layers.png
Bar = 20 microns. Only two layers are drawn.
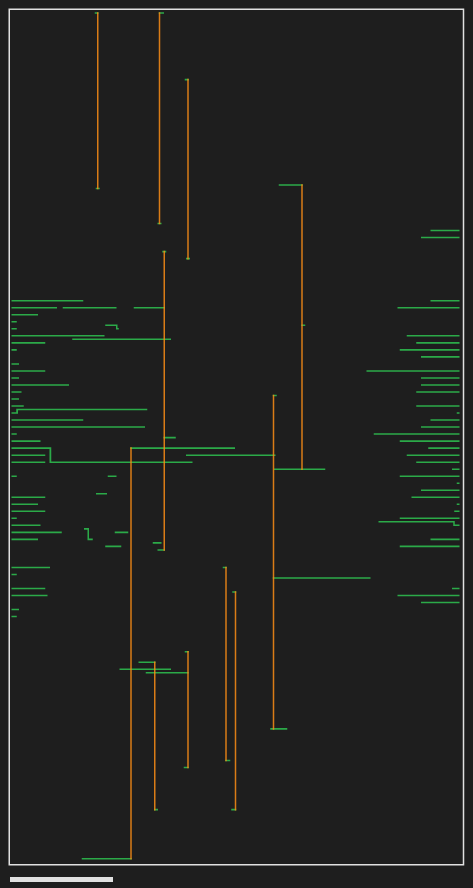
congestion_map.png
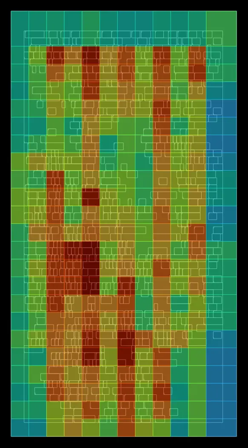
m1.png
Bar = 20 microns.
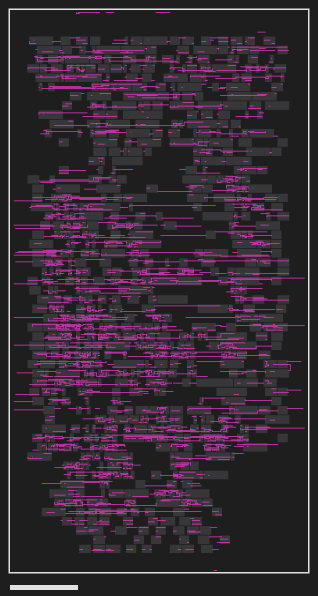
closeup.png
Bar = 5 microns. Window x 56 to 76, y 114 to 134 microns. Cells in gray, sequential cells in the stronger gray; small squares are vias.
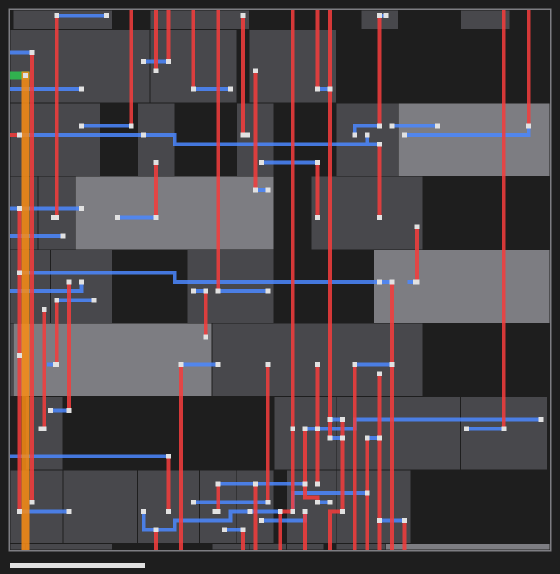
File: src/rtl/kgp_pkg.sv
// Shared definitions for the KGP_RISC execute/writeback slice.
//   - br_kind_e : branch-kind encodings carried on in_br_type
//   - LINK_REG  : default destination register for bl link writes
//   - PC_STEP   : byte distance to the next sequential instruction
package kgp_pkg;

  typedef enum logic [2:0] {
    BR_NONE = 3'd0,
    BR_UNC  = 3'd1,  // br
    BR_LTZ  = 3'd2,  // bltz
    BR_Z    = 3'd3,  // bz
    BR_NZ   = 3'd4,  // bnz
    BR_L    = 3'd5,  // bl
    BR_CY   = 3'd6,  // bcy
    BR_NCY  = 3'd7   // bncy
  } br_kind_e;

  localparam logic [4:0]  LINK_REG = 5'd31;
  localparam logic [31:0] PC_STEP  = 32'd4;

  // Writeback entry held by the stage's output buffer.
  typedef struct packed {
    logic        wb_en;
    logic [4:0]  wb_rd;
    logic [31:0] wb_data;
  } wb_entry_t;

endpackage

File: src/rtl/branch_cond.sv
// Combinational branch resolution from ALU flags and the registered carry.
// Ports:
//   br_type : branch kind (kgp_pkg::br_kind_e encoding)
//   zero    : ALU zero flag
//   msb     : ALU msb flag
//   carry_q : architectural carry before this cycle's update
//   taken   : branch is taken
module branch_cond
  import kgp_pkg::*;
(
  input  logic [2:0] br_type,
  input  logic       zero,
  input  logic       msb,
  input  logic       carry_q,
  output logic       taken
);

  always_comb begin
    taken = 1'b0;
    unique case (br_kind_e'(br_type))
      BR_NONE: taken = 1'b0;
      BR_UNC:  taken = 1'b1;
      BR_LTZ:  taken = msb;
      BR_Z:    taken = zero;
      BR_NZ:   taken = !zero;
      BR_L:    taken = 1'b1;
      BR_CY:   taken = carry_q;
      BR_NCY:  taken = !carry_q;
      default: taken = 1'b0;
    endcase
  end

endmodule

File: src/rtl/ex_wb_stage.sv
// Execute/writeback stage: registers the ALU result for writeback through a
// single-entry valid/ready buffer, holds the carry flag, and turns taken
// branches into a one-cycle PC redirect pulse.
// Ports:
//   clk, rst_n                 : clock, synchronous active-low reset
//   in_valid / in_ready        : upstream handshake
//   in_result, in_zero, in_msb, in_carry, in_op_add : ALU outputs / op class
//   in_wr_en, in_rd            : destination write request
//   in_br_type, in_pc, in_br_target : branch kind, PC, resolved target
//   out_valid / out_ready      : writeback handshake
//   out_wb_en, out_wb_rd, out_wb_data : register-file write port
//   redirect_valid, redirect_pc: one-cycle redirect pulse and target
//   carry_q                    : architectural carry flag
module ex_wb_stage
  import kgp_pkg::*;
#(
  parameter logic [4:0] LINK_REG = kgp_pkg::LINK_REG
) (
  input  logic        clk,
  input  logic        rst_n,
  input  logic        in_valid,
  output logic        in_ready,
  input  logic [31:0] in_result,
  input  logic        in_zero,
  input  logic        in_msb,
  input  logic        in_carry,
  input  logic        in_op_add,
  input  logic        in_wr_en,
  input  logic [4:0]  in_rd,
  input  logic [2:0]  in_br_type,
  input  logic [31:0] in_pc,
  input  logic [31:0] in_br_target,
  output logic        out_valid,
  input  logic        out_ready,
  output logic        out_wb_en,
  output logic [4:0]  out_wb_rd,
  output logic [31:0] out_wb_data,
  output logic        redirect_valid,
  output logic [31:0] redirect_pc,
  output logic        carry_q
);

  logic      acc;
  logic      taken;
  logic      is_bl;
  wb_entry_t nxt;
  wb_entry_t ent;

  // Drain and fill may happen in the same cycle, so no bubble.
  assign in_ready = !out_valid || out_ready;
  assign acc      = in_valid && in_ready;
  assign is_bl    = (br_kind_e'(in_br_type) == BR_L);

  branch_cond u_cond (
    .br_type (in_br_type),
    .zero    (in_zero),
    .msb     (in_msb),
    .carry_q (carry_q),
    .taken   (taken)
  );

  // Branches never write back, except bl which writes the link address.
  always_comb begin
    nxt.wb_en   = in_wr_en;
    nxt.wb_rd   = in_rd;
    nxt.wb_data = in_result;
    if (is_bl) begin
      nxt.wb_en   = 1'b1;
      nxt.wb_rd   = LINK_REG;
      nxt.wb_data = in_pc + PC_STEP;
    end else if (br_kind_e'(in_br_type) != BR_NONE) begin
      nxt.wb_en   = 1'b0;
    end
  end

  always_ff @(posedge clk) begin
    if (!rst_n) begin
      out_valid      <= 1'b0;
      ent            <= '0;
      carry_q        <= 1'b0;
      redirect_valid <= 1'b0;
      redirect_pc    <= '0;
    end else begin
      if (acc) begin
        out_valid <= 1'b1;
        ent       <= nxt;
      end else if (out_ready) begin
        out_valid <= 1'b0;
      end
      if (acc && in_op_add) carry_q <= in_carry;
      // Pulse is derived from acc only, so a stalled output cannot stretch it.
      redirect_valid <= acc && taken;
      redirect_pc    <= (acc && taken) ? in_br_target : '0;
    end
  end

  assign out_wb_en   = ent.wb_en;
  assign out_wb_rd   = ent.wb_rd;
  assign out_wb_data = ent.wb_data;

endmodule

File: config.mk
export PLATFORM = sky130hd
export DESIGN_NAME = ex_wb_stage
export DESIGN_NICKNAME = d
export VERILOG_FILES = /design/src/rtl/kgp_pkg.sv /design/src/rtl/branch_cond.sv /design/src/rtl/ex_wb_stage.sv
export SDC_FILE = /design/constraint.sdc
export NUM_CORES = 1
export LEC_CHECK = 0
export ABC_AREA = 1
export CAP_MARGIN = 20
export CORE_ASPECT_RATIO = 2
export CORE_MARGIN = 5
export CORE_UTILIZATION = 30
export CTS_CLUSTER_SIZE = 10
export DETAILED_ROUTE_END_ITERATION = 10
export PLACE_DENSITY = 0.65
export SLEW_MARGIN = 40
export SYNTH_ARGS = -nofsm -noshare
export SYNTH_HDL_FRONTEND = slang
export SYNTH_SLANG_ARGS = --single-unit
File: constraint.sdc
create_clock -name clk -period 1.45 [get_ports clk]
set_input_delay 0.29 -clock clk [delete_from_list [all_inputs] [get_ports clk]]
set_output_delay 0.29 -clock clk [all_outputs]
set_load 0.02 [all_outputs]
==> impl_metrics.yaml <==
# generated from flow reports
run_status:
  status: "finished, final reports clean"
min_path:
  hold_class: "in -> reg"
clocking:
  htreeDepth: 3
  cts_tree: "yes"
  path_clk_slew_ps: 60
  cts-root-buf: "clkbuf_16"
  cts.sinks: 73
  clk_latency_ps: 340
  clock_path_buffers: 2
yosys:
  syn_nets: 615
  ys_sh_mux_pct: 0
  synth-warning-count: 0
  yosysMostFrequentCell: "nand2_1"
  yosys.area.top_type: "dfxtp_1"
  synthXorXnorAreaFrac_pct: 1.69
  edf_count: 0
  topCellsByArea: "dfxtp_1 40%, nand2_1 13%, inv_1 7.3%"
  synth_cell_types: 35
  yosysTopAreaCellShare_pct: 40.3
cells_and_area:
  flop_area_sq_um: 1460
  stdcell_count: 901
  syn_to_final_growth_pct: 82.2
  drive_gt1_share_pct: 23.5
  fin_area_sq_um: 6610
timing:
  tightest_slew_ps: 297
  slew_headroom_pct: 80.2
  setup_viol: 0
  finalCriticalPeriod_ps: 1360
critical_path:
  worst_ep_required_time_ps: 1720
  crit_chain: "dlygate4sd2_1 -> inv_1 -> o21ai_2 -> a21oi_2 -> o31ai_4 -> nand3_4 -> buf_4 -> buf_6 -> nor2_1"
  worst-path-buf-inv: 4
global_route:
  grt_max_degree: 27
  antenna_found_initial: 0
detailed_routing:
  ant_nets: 0
  drt-initial-drc-count: 113
floorplan:
  chip_area_sq_um: 14500
power:
  power_leakage_nw: 3.28
  ir_drop_v: 0.000553
  total_power_mw: 5.73
job:
  tool_warnings: 27
placement:
  pre_cts_slack_ps: -534
## Picture notes: layers.png
green -> M3  # wire length 693 microns
orange -> M4  # wire length 497 microns
GRT Util Overall: 19.6%
vias post-DR: 4132

## Picture notes: congestion_map.png
Final Core Density: 56.1%
met2 usage: 38.0%
grt met3 use: 3.18%

## Picture notes: m1.png
main direction = horizontal
nets with wire on the layer = 790
wire length on this layer = 4760 microns
longest straight run = 39.1 microns
share of all routed wire = 33%
M1 GR Usage: 19.2%
wirelength, routed: 14400 microns

## Picture notes: closeup.png
orange -> M4
blue -> M1
red -> M2
green -> M3
netlist names of flops here include = `redirect_pc` (3), `redirect_valid` (1)
cells with their middle in the window = 26
sequential cells in the window = 4
most frequent = inv_1 (5)

## final timing paths
path / slack [ps] / endpoint / cells after the start
max reg2reg: 170 / redirect_pc[11] / 7
min: 390 / out_valid / 5
max: 90 / redirect_pc[4] / 9
min reg2reg: 460 / out_wb_data[29] / 2
## worst reg2reg max path, cell delays in order (launching register included)
cell	delay, ps
dfxtp_1	320
inv_1	90
o21ai_2	60
a21oi_2	180
o31ai_4	110
nand3_4	110
bufbuf_16	280
nor2_2	30
## state kept, by name, summed over array words and instances, names as in the netlist
| signal | count |
|---|---|
| redirect_valid | 1 |
| out_wb_rd | 5 |
| redirect_pc | 32 |
| out_wb_en | 1 |
| carry_q | 1 |
| out_wb_data | 32 |
| out_valid | 1 |
## final cells by class
| cell class | count | share of cell area (%) |
|---|---|---|
| repair buffers | 255 | 37.0 |
| well taps | 145 | 2.75 |
| flip-flops and latches | 73 | 22.1 |
| clock inverters | 6 | 1.02 |
| multi-input cells | 336 | 29.3 |
| clock buffers | 10 | 3.47 |
| inverters | 76 | 4.36 |
## power breakdown
group,switching (mW),internal (mW)
Combinational,0.645,0.668
Clock,0.906,1.34
Sequential,0.0479,2.12
## timing repair
item / 4_1_cts / 5_1_grt
gates cloned: 2 / 1
pin swaps: 9 / 22
setup endpoints to repair: 131 / 52
hold buffers: 0 / 0
resized: 115 / 49
buffers inserted: 3 / 5
## metal layers
metal	vias up	part of all wire, %	routed length, microns
li1	2093	-	-
met1	1887	33	4760
met2	125	59	8430
met3	27	4.8	692
met4	0	3.5	497
met5	-	0	0
Power is estimated from default activity; no workload was simulated.
